--- config.mk ---
export PLATFORM = sky130hd
export DESIGN_NAME = risky_sim_harness_ctrl_flat
export DESIGN_NICKNAME = d
export VERILOG_FILES = /design/src/rtl/risky_harness_pkg.sv /design/src/rtl/risky_sim_harness_ctrl_if.sv /design/src/rtl/risky_sat_counter.sv /design/src/rtl/risky_sim_harness_ctrl.sv /design/src/flat_wrapper.sv
export SDC_FILE = /design/constraint.sdc
export NUM_CORES = 1
export LEC_CHECK = 0
export CAP_MARGIN = 20
export CORE_MARGIN = 8
export CORE_UTILIZATION = 40
export DETAILED_ROUTE_END_ITERATION = 16
export PLACE_DENSITY = 0.78
export RECOVER_POWER = 100
export SYNTH_ARGS = -nofsm -noshare
export SYNTH_HDL_FRONTEND = slang
export SYNTH_HIERARCHICAL = 1
export SYNTH_SLANG_ARGS = --single-unit
export TNS_END_PERCENT = 10
--- constraint.sdc ---
create_clock -name clk -period 2.4 [get_ports clk]
set_input_delay 0.48 -clock clk [delete_from_list [all_inputs] [get_ports clk]]
set_output_delay 0.48 -clock clk [all_outputs]
set_load 0.03 [all_outputs]
--- src/rtl/risky_harness_pkg.sv ---
// Shared constants for the risky simulation harness: FSM encoding, tohost address, pass value.
// Pure declarations, no logic.
package risky_harness_pkg;

    typedef enum logic [1:0] {
        HOLD = 2'd0,
        RUN  = 2'd1,
        DONE = 2'd2
    } state_e;

    localparam logic [31:0] TOHOST_ADDR_DEF = 32'h0000_1000;
    localparam int          PASS_VALUE      = 1;

endpackage

--- src/rtl/risky_sim_harness_ctrl_if.sv ---
// Core-side bundle: data-memory write bus and retire strobe from the core, core reset back to it.
// Plain wires, no latency, no backpressure.
interface risky_sim_harness_ctrl_if #(
    parameter int ADDR_W = 32,
    parameter int DATA_W = 32
);
    logic              mem_we;
    logic [ADDR_W-1:0] mem_addr;
    logic [DATA_W-1:0] mem_wdata;
    logic              retire;
    logic              core_rstd;

    modport master (
        output mem_we, mem_addr, mem_wdata, retire,
        input  core_rstd
    );

    modport slave (
        input  mem_we, mem_addr, mem_wdata, retire,
        output core_rstd
    );
endinterface

--- src/rtl/risky_sat_counter.sv ---
// Up-counter with enable and synchronous clear that sticks at all-ones instead of wrapping.
// Registered output, one-cycle update latency, no backpressure.
module risky_sat_counter #(
    parameter int W = 32
) (
    input  logic         clk,
    input  logic         clr_i,
    input  logic         en_i,
    output logic [W-1:0] cnt_o
);
    logic [W-1:0] cnt_q;
    logic [W-1:0] cnt_d;

    always_comb begin
        cnt_d = cnt_q;
        if (en_i && (cnt_q != {W{1'b1}})) begin
            cnt_d = cnt_q + W'(1);
        end
    end

    always_ff @(posedge clk) begin
        if (clr_i) begin
            cnt_q <= '0;
        end else begin
            cnt_q <= cnt_d;
        end
    end

    assign cnt_o = cnt_q;
endmodule

--- src/rtl/risky_sim_harness_ctrl.sv ---
// Run controller: holds core reset, counts cycles/retires, latches tohost pass/fail or watchdog timeout.
// Result one cycle after the terminating write; no backpressure. Retire counter gated by RISKY_HARNESS_RETIRE_CNT_EN.
module risky_sim_harness_ctrl
    import risky_harness_pkg::*;
#(
    parameter int                ADDR_W         = 32,
    parameter int                DATA_W         = 32,
    parameter int                CNT_W          = 32,
    parameter logic [ADDR_W-1:0] TOHOST_ADDR    = ADDR_W'(TOHOST_ADDR_DEF),
    parameter int                RESET_CYCLES   = 3,
    parameter int                TIMEOUT_CYCLES = 1_000_000
) (
    input  logic                     clk,
    input  logic                     rstd,
    risky_sim_harness_ctrl_if.slave  core,
    output logic                     done,
    output logic                     pass,
    output logic                     timeout,
    output logic [DATA_W-1:0]        fail_code,
    output logic [CNT_W-1:0]         cycle_cnt,
    output logic [CNT_W-1:0]         retire_cnt
);
    state_e            state_q, state_d;
    logic [7:0]        hold_q, hold_d;
    logic              done_q, done_d;
    logic              pass_q, pass_d;
    logic              timeout_q, timeout_d;
    logic [DATA_W-1:0] fail_q, fail_d;

    logic in_run;
    logic term_wr;
    logic pass_hit;
    logic wd_fire;

    assign in_run   = (state_q == RUN);
    assign term_wr  = in_run && core.mem_we && (core.mem_addr == TOHOST_ADDR) && core.mem_wdata[0];
    assign pass_hit = (core.mem_wdata == DATA_W'(PASS_VALUE));
    // A termination write in the same cycle suppresses the watchdog.
    assign wd_fire  = (TIMEOUT_CYCLES != 0) && in_run && !term_wr
                      && (cycle_cnt == CNT_W'(TIMEOUT_CYCLES - 1));

    always_comb begin
        state_d   = state_q;
        hold_d    = hold_q;
        done_d    = done_q;
        pass_d    = pass_q;
        timeout_d = timeout_q;
        fail_d    = fail_q;
        case (state_q)
            HOLD: begin
                hold_d = hold_q + 8'd1;
                if (hold_q == 8'(RESET_CYCLES - 1)) begin
                    state_d = RUN;
                end
            end
            RUN: begin
                if (term_wr) begin
                    state_d = DONE;
                    done_d  = 1'b1;
                    pass_d  = pass_hit;
                    fail_d  = pass_hit ? '0 : (core.mem_wdata >> 1);
                end else if (wd_fire) begin
                    state_d   = DONE;
                    done_d    = 1'b1;
                    timeout_d = 1'b1;
                    pass_d    = 1'b0;
                    fail_d    = '0;
                end
            end
            DONE: begin
            end
            default: state_d = HOLD;
        endcase
    end

    always_ff @(posedge clk) begin
        if (rstd) begin
            state_q   <= HOLD;
            hold_q    <= '0;
            done_q    <= 1'b0;
            pass_q    <= 1'b0;
            timeout_q <= 1'b0;
            fail_q    <= '0;
        end else begin
            state_q   <= state_d;
            hold_q    <= hold_d;
            done_q    <= done_d;
            pass_q    <= pass_d;
            timeout_q <= timeout_d;
            fail_q    <= fail_d;
        end
    end

    // Core runs only in RUN; DONE re-asserts reset to freeze it.
    assign core.core_rstd = in_run;
    assign done           = done_q;
    assign pass           = pass_q;
    assign timeout        = timeout_q;
    assign fail_code      = fail_q;

    risky_sat_counter #(.W(CNT_W)) u_cycle_cnt (
        .clk   (clk),
        .clr_i (rstd),
        .en_i  (in_run),
        .cnt_o (cycle_cnt)
    );

`ifdef RISKY_HARNESS_RETIRE_CNT_EN
    risky_sat_counter #(.W(CNT_W)) u_retire_cnt (
        .clk   (clk),
        .clr_i (rstd),
        .en_i  (in_run && core.retire),
        .cnt_o (retire_cnt)
    );
`else
    logic unused_retire;
    assign unused_retire = core.retire;
    assign retire_cnt    = '0;
`endif
endmodule

--- src/flat_wrapper.sv ---
// flat-port wrapper written by rule: the top's interface ports become plain ports
module risky_sim_harness_ctrl_flat import risky_harness_pkg::*;
#(
    parameter int                ADDR_W         = 32,
    parameter int                DATA_W         = 32,
    parameter int                CNT_W          = 32,
    parameter logic [ADDR_W-1:0] TOHOST_ADDR    = ADDR_W'(TOHOST_ADDR_DEF),
    parameter int                RESET_CYCLES   = 3,
    parameter int                TIMEOUT_CYCLES = 1_000_000
)
  (clk, rstd, done, pass, timeout, fail_code, cycle_cnt, retire_cnt, core_mem_we, core_mem_addr, core_mem_wdata, core_retire, core_core_rstd);
  risky_sim_harness_ctrl_if #(.ADDR_W(ADDR_W), .DATA_W(DATA_W)) core_i ();
  input  logic clk;
  input  logic rstd;
  output logic done;
  output logic pass;
  output logic timeout;
  output logic [DATA_W-1:0] fail_code;
  output logic [CNT_W-1:0] cycle_cnt;
  output logic [CNT_W-1:0] retire_cnt;
  input wire logic [$bits(core_i.mem_we)-1:0] core_mem_we;
  input wire logic [$bits(core_i.mem_addr)-1:0] core_mem_addr;
  input wire logic [$bits(core_i.mem_wdata)-1:0] core_mem_wdata;
  input wire logic [$bits(core_i.retire)-1:0] core_retire;
  output wire logic [$bits(core_i.core_rstd)-1:0] core_core_rstd;
  assign core_i.mem_we = core_mem_we;
  assign core_i.mem_addr = core_mem_addr;
  assign core_i.mem_wdata = core_mem_wdata;
  assign core_i.retire = core_retire;
  assign core_core_rstd = core_i.core_rstd;
  risky_sim_harness_ctrl #(.ADDR_W(ADDR_W), .DATA_W(DATA_W), .CNT_W(CNT_W), .TOHOST_ADDR(TOHOST_ADDR), .RESET_CYCLES(RESET_CYCLES), .TIMEOUT_CYCLES(TIMEOUT_CYCLES)) u_core (.clk(clk), .rstd(rstd), .core(core_i), .done(done), .pass(pass), .timeout(timeout), .fail_code(fail_code), .cycle_cnt(cycle_cnt), .retire_cnt(retire_cnt));
endmodule
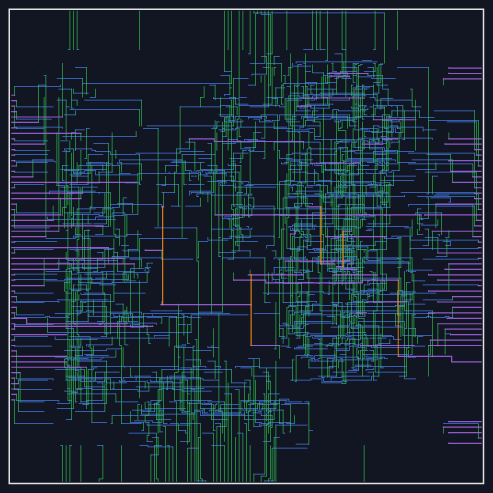
Figure 1: run 1, metal layers overlaid.
(4 px per um)
[M4] orange | wire length: 84.3 um
[M1] blue | wire length: 5150 um
[M3] purple | wire length: 1110 um
[M2] green | wire length: 5530 um
global router's overall resource usage: 0.1645
final WL: 11.87 mm

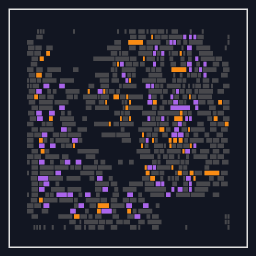
Figure 2: run 1, gate-type map.
(2 px per um)
[aoi and oai cells] purple | cells: 83 | most used: o2bb2ai_1
[nor cells] orange | cells: 56 | most used: nor2_1
logic share of the area: 0.3797
dominant logic cell type in the layout: dfxtp_1
non-filler cells, final: 721

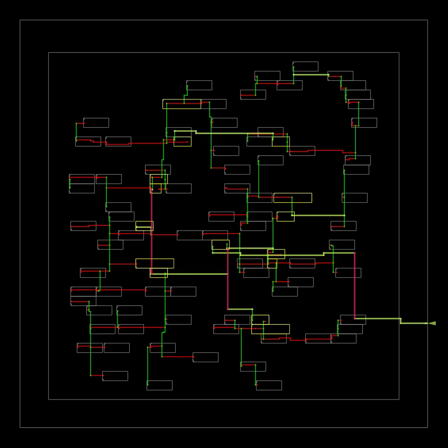
Figure 3: run 1, clock nets.
clock buffers: 9
flop count: 76
Clock Skew: 14.50 ps
clock-net power: 1.27 mW
CTS buffer count: 9

==> flow_summary.json, run 1 <==
{
  "fillers": 945,
  "synth-edff-count": 0,
  "placed_area_um2": 5645,
  "drive_above_1_share": 0.1094,
  "buffers": 163,
  "num_io_pins": 168,
  "rsz0062_at_grt": "false",
  "finalSetupTns_ps": 0,
  "slew_headroom": 0.6299,
  "ys_cells": 430,
  "synthTopCellsByCount": "dfxtp_1, nand2b_1, buf_4",
  "fp.dieW_um": 118.2,
  "cp.required_ps": 2670,
  "topCellsByArea": "dfxtp_1, o2bb2ai_2, buf_4",
  "cts_resized": 1,
  "holdWs_ps": 467.2,
  "switching_share": 0.2455,
  "vias": 3774,
  "firstDrtPassIters": 4,
  "drc": 0,
  "grt_max_degree": 61,
  "gp_congestion": 0.8919,
  "seq_share": 0.2666,
  "synthAoiAreaFrac": 0.1979,
  "dieArea_um2": 13970,
  "logic_family": "simple AND/OR/NAND/NOR gates",
  "wl_met1_mm": 5.146,
  "fin_util": 0.5579,
  "register_area_um2": 1521,
  "finalMaxSlewViolations": 0,
  "p_clk_frac": 0.421,
  "synth_top_flop_cell": "dfxtp_1",
  "finalPower_mw": 3.014,
  "combPwrFrac": 0.140,
  "busiest_layer": "met2",
  "ctsHoldBuffers": 0,
  "holdPathStages": 2,
  "status": "finished clean",
  "clkCellAreaFrac": 0.04559,
  "areaGrowthSynthToFinish_pct": 36.59
}
==> run 1: placed cells by master (no fill, tap or decap), types with 4 or more instances in the layout <==
master and count:
a21oi_1 23, and3_1 7, and4_1 6, buf_4 21
bufinv_16 4, clkbuf_1 4, clkbuf_8 9, clkdlybuf4s50_1 65
conb_1 33, dfxtp_1 76, dlygate4sd3_1 66, inv_1 4
nand2_1 13, nand2b_1 35, nand3_1 16, nand4_1 14
nor2_1 25, nor4_1 16, o21ai_0 8, o2bb2ai_1 29
o31ai_1 12, or3_1 11, or4_1 15, xnor2_1 8
xor2_1 6
==> run 1: worst max-delay path by stage <==
| stage | startpoint | to | slack (ps) | depth (start not counted) |
|---|---|---|---|---|
| 5_1_grt | u_core/u_cycle_cnt/cnt_o[23] | u_core/u_cycle_cnt/cnt_o[3] | 20 | 7 |
| 3_3_place_gp | core_mem_wdata[0] | u_core/fail_code[30] | -280 | 8 |
| 6_report | u_core/u_cycle_cnt/cnt_o[23] | u_core/u_cycle_cnt/cnt_o[30] | 100 | 5 |
| 2_1_floorplan | u_core/u_cycle_cnt/cnt_o[22] | u_core/u_cycle_cnt/cnt_o[30] | 30 | 6 |
| 3_5_place_dp | core_mem_wdata[0] | u_core/fail_code[19] | -370 | 8 |
| 4_1_cts | u_core/state_q[1] | core_core_rstd | 30 | 4 |
==> run 1: power by group through the flow <==
stage	Combinational, mW	Sequential (mW)	Clock (mW)
2_1_floorplan	0.270	1.36	0
3_3_place_gp	0.429	1.35	0
3_5_place_dp	0.435	1.35	0
4_1_cts	0.438	1.32	1.30
5_1_grt	0.459	1.33	1.36
6_report	0.421	1.32	1.27
==> run 1: worst max-delay path, cell delays in order (launching register included) <==
cell and delay, ps:
dfxtp_1 430, and3_4 220, or3b_1 480, or3_1 480, or4_1 480, a21oi_1 150
Figure 4. Clock distribution (run 1).
(2 px per um)
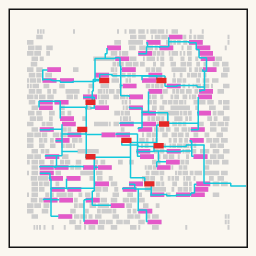

==> run 1 -> run 2 <==
GPL_TIMING_DRIVEN = 0   (was default)
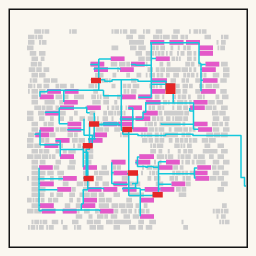
Figure 5: run 2, clock distribution.
(2 px per um)
[flip-flops] magenta | count: 76
[clock wires] cyan | length: 960 um
[clock-net drivers] red | count: 9
routed clock nets: 10
clock power share: 0.362
Clock Skew: 13.09 ps

==> flow_summary.json, run 2 <==
{
  "status": "finished clean",
  "r2r-end": "u_core/u_cycle_cnt/cnt_o[30]",
  "wl_met1_mm": 4.989,
  "hold_class": "flip-flop to flip-flop",
  "grt_pass1_vias": 4014,
  "grt_usage": 0.1741,
  "drt_wl_total_mm": 12.59,
  "areaGrowthSynthToFinish_pct": 40.66,
  "crit_family": "simple AND/OR/NAND/NOR gates",
  "wl_met3_mm": 1.351,
  "die-height_um": 118.2,
  "dieArea_um2": 13970,
  "mostFrequentLayoutCells": "clkdlybuf4s50_1, dlygate4sd3_1, dfxtp_1, buf_4, nand2b_1",
  "max_freq_mhz": 424.7,
  "topCellsByArea": "dfxtp_1, o2bb2ai_2, buf_4",
  "path_max_fanout": 9,
  "ys_seq_share": 0.3641,
  "syn_inst": 430,
  "ys_async_sr_fraction": 0,
  "yosys.area.top_type": "dfxtp_1",
  "gp_congestion": 0.9052,
  "grt_pass1_wl_mm": 20.07,
  "holdWs_ps": 465.4,
  "arrival_ps": 2630,
  "crit_chain": "nand4_1, or3_1, clkbuf_1, or3_4, or4_1, a21oi_1",
  "ys_cells": 430,
  "cp.required_ps": 2680,
  "hpwl_mm": 9.878,
  "holdPathStages": 2,
  "top_cell": "dfxtp_1",
  "tightestPinTransition_ps": 664.3,
  "fin_util": 0.5745,
  "cts_tree": "built",
  "synth_top_flop_cell": "dfxtp_1",
  "firstDrtPassIters": 5,
  "h-tree-depth": 3,
  "drc": 0,
  "clock_latency_ps": 350,
  "use_met2": 0.2945,
  "worstHoldStart": "u_core/fail_code[15]",
  "cts_buffer_depth": 2,
  "finalMaxSlewViolations": 0,
  "yosysUniqueCellTypes": 57,
  "slew_headroom": 0.5537,
  "cts_buffers": 9,
  "rsz0062_at_grt": "true",
  "cts_resized": 7,
  "vias": 3975,
  "crit_buf_inv": 1,
  "fp.dieW_um": 118.2,
  "drive_above_1_share": 0.1601,
  "hold_viol": 0,
  "row_count": 37,
  "grt_max_degree": 15,
  "period_used_share": 0.9810,
  "drt_iter0_drc": 252,
  "num_io_pins": 168,
  "warning_count": 29,
  "port_buffers": 133,
  "busiest_layer": "met2",
  "synth-edff-count": 0,
  "ctsHoldBuffers": 0,
  "core_util_floorplan": 0.4085,
  "synthTopCellsByCount": "dfxtp_1, nand2b_1, buf_4",
  "slowest_delay_ps": 480,
  "vias_per_cell": 5.314,
  "avgSynthCellArea_um2": 9.719,
  "largest_reg_flops": 32,
  "slowest_stage": "or4_1",
  "crit_path_start": "u_core/u_cycle_cnt/cnt_o[9]"
}
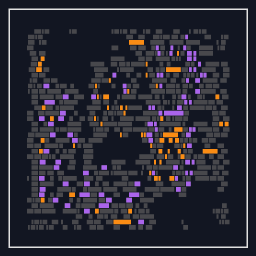
Figure 6: run 2, gate-type map.
(2 px per um)
[aoi and oai cells] purple | cells: 83 | most used: o2bb2ai_1
[nor cells] orange | cells: 56 | most used: nor2_1
logic share of the area: 0.3751
non-filler cells, final: 748

[run 2: layout make-up]
| cell class | instances | area (um2) |
|---|---|---|
| Fill cell | 927 | 4353 |
| Multi-Input combinational cell | 326 | 2205 |
| Sequential cell | 76 | 1535 |
| Timing Repair Buffer | 134 | 1333 |
| Buffer | 55 | 404.1 |
| Tap cell | 136 | 170.2 |
| Clock buffer | 10 | 137.6 |
| Clock inverter | 6 | 71.32 |
| Inverter | 5 | 22.52 |
[run 2: how the worst max path moves through the flow]
stage	cells after the start	slack (ps)	end
5_1_grt	8	-40	u_core/u_cycle_cnt/cnt_o[11]
4_1_cts	3	10	core_core_rstd
6_report	6	50	u_core/u_cycle_cnt/cnt_o[30]
3_3_place_gp	8	-520	u_core/fail_code[30]
3_5_place_dp	8	-590	u_core/fail_code[16]
2_1_floorplan	6	30	u_core/u_cycle_cnt/cnt_o[30]
[run 2: logic make-up after synthesis]
logic type	after synthesis	share of synthesized area
xor+xnor	14	0.02934
simple gates	186	0.2850
fa+ha+maj	3	0.008983
other cells	1	0.0008973
flops	76	0.3641
mux	3	0.007784
compound gates	87	0.1979
buf+inv	60	0.1060
[run 2: per-stage QoR]
| step | power, mW | setup WS [ps] | cells | area, um2 | setup TNS, ps |
|---|---|---|---|---|---|
| after floorplan | 1.630 | 32.28 | 462 | 4303 | 0 |
| after global placement | 1.817 | -522.5 | 731 | 5804 | -19490 |
| after detailed placement | 1.831 | -590.7 | 731 | 5804 | -22040 |
| after CTS | 2.861 | 13.61 | 748 | 6060 | 0 |
| after global routing | 2.952 | -44.71 | 748 | 5878 | -109.3 |
| final | 2.820 | 45.49 | 748 | 5878 | 0 |
[run 2: report_power, final]
group	internal, mW	switching (mW)
clock network	0.518	0.504
logic	0.223	0.248
registers	1.29	0.0369
total	2.03	0.789
Figure 7. Clock nets (run 2).
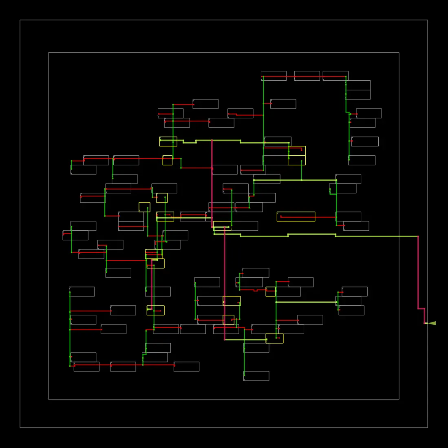

==> run 2 -> run 3 <==
CORE_UTILIZATION = 41   (was 40)
CTS_BUF_LIST = sky130_fd_sc_hd__clkbuf_2 sky130_fd_sc_hd__clkbuf_4 sky130_fd_sc_hd__clkbuf_8   (was default)
PLACE_DENSITY = 0.8   (was 0.78)
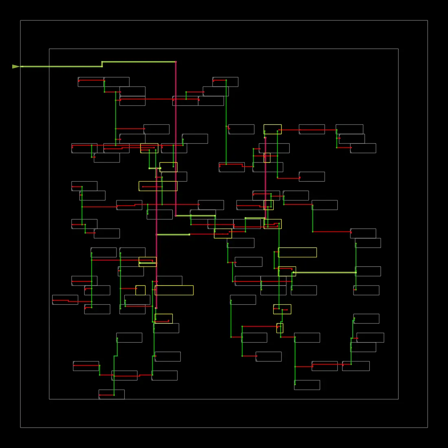
Figure 8: run 3, clock nets.
Clock Latency Late Sink: 340 ps
clock-net power: 1.18 mW

==> flow_summary.json, run 3 <==
{
  "status": "finished clean",
  "drc": 0,
  "synthTopCellsByCount": "dfxtp_1, nand2b_1, buf_4",
  "busiest_layer": "met2",
  "cp.required_ps": 2660,
  "path_max_fanout": 7,
  "finalWorstSetupSlack_ps": 110.7,
  "max_cap_violations": 0,
  "finalSetupTns_ps": 0,
  "grt_pass1_wl_mm": 20.00,
  "num_io_pins": 168,
  "cts_buffers": 9,
  "top_cell": "dfxtp_1",
  "wl_met1_mm": 4.878,
  "use_met2": 0.3152,
  "crit_family": "simple AND/OR/NAND/NOR gates",
  "crit_buf_inv": 1,
  "net-switching-power_mw": 0.7737,
  "intPower_mw": 2.198,
  "synth-edff-count": 0,
  "finalSetupViolCount": 0,
  "core_util_floorplan": 0.4141,
  "grt_max_degree": 14,
  "ctsHoldBuffers": 0,
  "ys_async_sr_fraction": 0,
  "warning_count": 28,
  "firstDrtPassIters": 5,
  "finalMaxSlewViolations": 0,
  "worstHoldStart": "u_core/fail_code[25]",
  "cts_tree": "built",
  "hpwl_mm": 9.978,
  "tightestPinTransition_ps": 529.0,
  "die-height_um": 117.0,
  "switching_share": 0.2603,
  "drive_above_1_share": 0.1582,
  "gp_congestion": 0.8812,
  "syn_inst": 430,
  "postCtsSetupBuffers": 1,
  "avgSynthCellArea_um2": 9.719,
  "grt_pass1_vias": 3999,
  "ys_seq_share": 0.3641,
  "finClkSkew_ps": 7.299,
  "fp.dieW_um": 117.0,
  "dieArea_um2": 13680,
  "dp_slack_ps": -328.0,
  "arrival_ps": 2550,
  "slowest_delay_ps": 490,
  "cts_buffer_depth": 2,
  "wl_met3_mm": 1.564,
  "h-tree-depth": 3,
  "areaGrowthSynthToFinish_pct": 42.37,
  "rr_worst_depth": 6,
  "antenna_found_initial": 0,
  "ys_cells": 430,
  "combPwrFrac": 0.159,
  "crit_chain": "and3_4, or3b_1, buf_2, or3_4, or4_1, a21oi_1",
  "hold_class": "flip-flop to flip-flop",
  "yosys.area.top_type": "dfxtp_1",
  "finalPower_mw": 2.972,
  "synth_top_flop_cell": "dfxtp_1",
  "hold_viol": 0,
  "slew_headroom": 0.6382,
  "period_used_share": 0.9539,
  "core_area_um2": 10090,
  "p_seq_frac": 0.445,
  "topCellsByArea": "dfxtp_1, o2bb2ai_2, buf_4",
  "port_buffers": 133,
  "max_freq_mhz": 436.8,
  "mostFrequentLayoutCells": "clkdlybuf4s50_1, dlygate4sd3_1, dfxtp_1, buf_4, nand2b_1",
  "r2r-end": "u_core/u_cycle_cnt/cnt_o[30]",
  "drt_iter0_drc": 236,
  "slowest_stage": "or4_1",
  "p_clk_frac": 0.395,
  "holdPathStages": 2,
  "row_count": 37,
  "largest_reg_flops": 32,
  "vias_per_cell": 5.417,
  "yosysUniqueCellTypes": 57
}
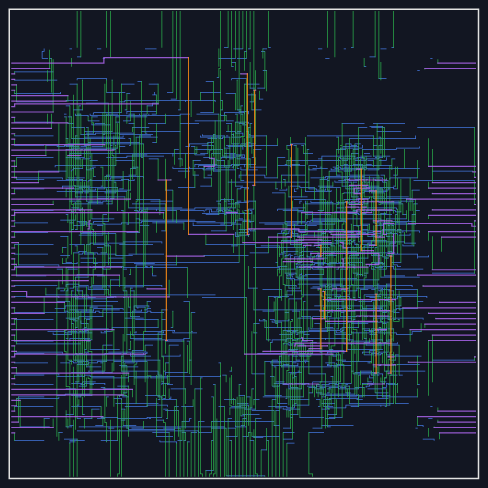
Figure 9: run 3, metal layers overlaid.
(4 px per um)
[M3] purple | wire length: 1560 um
[M1] blue | wire length: 4880 um
[M2] green | wire length: 6110 um
[M4] orange | wire length: 316 um
global router's overall resource usage: 0.1862
routed vias: 4057
WL/cell: 17.18 um
final WL: 12.87 mm

## run 3: through the flow
stage	instance area [um2]	std cells	hold WS [ps]	utilization
5_1_grt	5949	749	486.6	0.5895
6_report	5949	749	464.4	0.5895
3_5_place_dp	5804	731	466.7	0.5751
3_3_place_gp	5804	731	450.8	0.5751
2_1_floorplan	4303	462	478.8	-
4_1_cts	6076	748	476.4	0.6020
## run 3: area by class of cell
type,count,area (um2)
Fill cell,949,4143
Sequential cell,76,1539
Multi-Input combinational cell,326,2201
Timing Repair Buffer,136,1353
Tap cell,136,170.2
Buffer,54,425.4
Inverter,5,22.52
Clock buffer,9,123.9
Clock inverter,7,115.1
## run 3: kinds of logic after synthesis
logic type | synth area share
buf+inv | 0.1060
fa+ha+maj | 0.008983
mux | 0.007784
flops | 0.3641
xor+xnor | 0.02934
simple gates | 0.2850
other cells | 0.0008973
compound gates | 0.1979
## run 3: worst max-delay path by stage
stage,slack (ps),depth (start not counted),endpoint,from
after floorplan,30,6,u_core/u_cycle_cnt/cnt_o[30],u_core/u_cycle_cnt/cnt_o[22]
after global placement,-280,7,u_core/u_cycle_cnt/cnt_o[31],u_core/state_q[1]
after detailed placement,-330,7,u_core/u_cycle_cnt/cnt_o[31],u_core/state_q[1]
after CTS,2,6,u_core/u_cycle_cnt/cnt_o[30],u_core/u_cycle_cnt/cnt_o[22]
after global routing,-20,8,u_core/u_cycle_cnt/cnt_o[31],u_core/state_q[1]
final,110,6,u_core/u_cycle_cnt/cnt_o[30],u_core/u_cycle_cnt/cnt_o[21]
## run 3: power by group through the flow
stage	registers, mW	clock network [mW]	logic [mW]
after floorplan	1.36	0	0.270
after global placement	1.35	0	0.469
after detailed placement	1.35	0	0.482
after CTS	1.32	1.20	0.480
after global routing	1.33	1.25	0.510
final	1.32	1.18	0.474
Power and IR drop assume default switching activity.
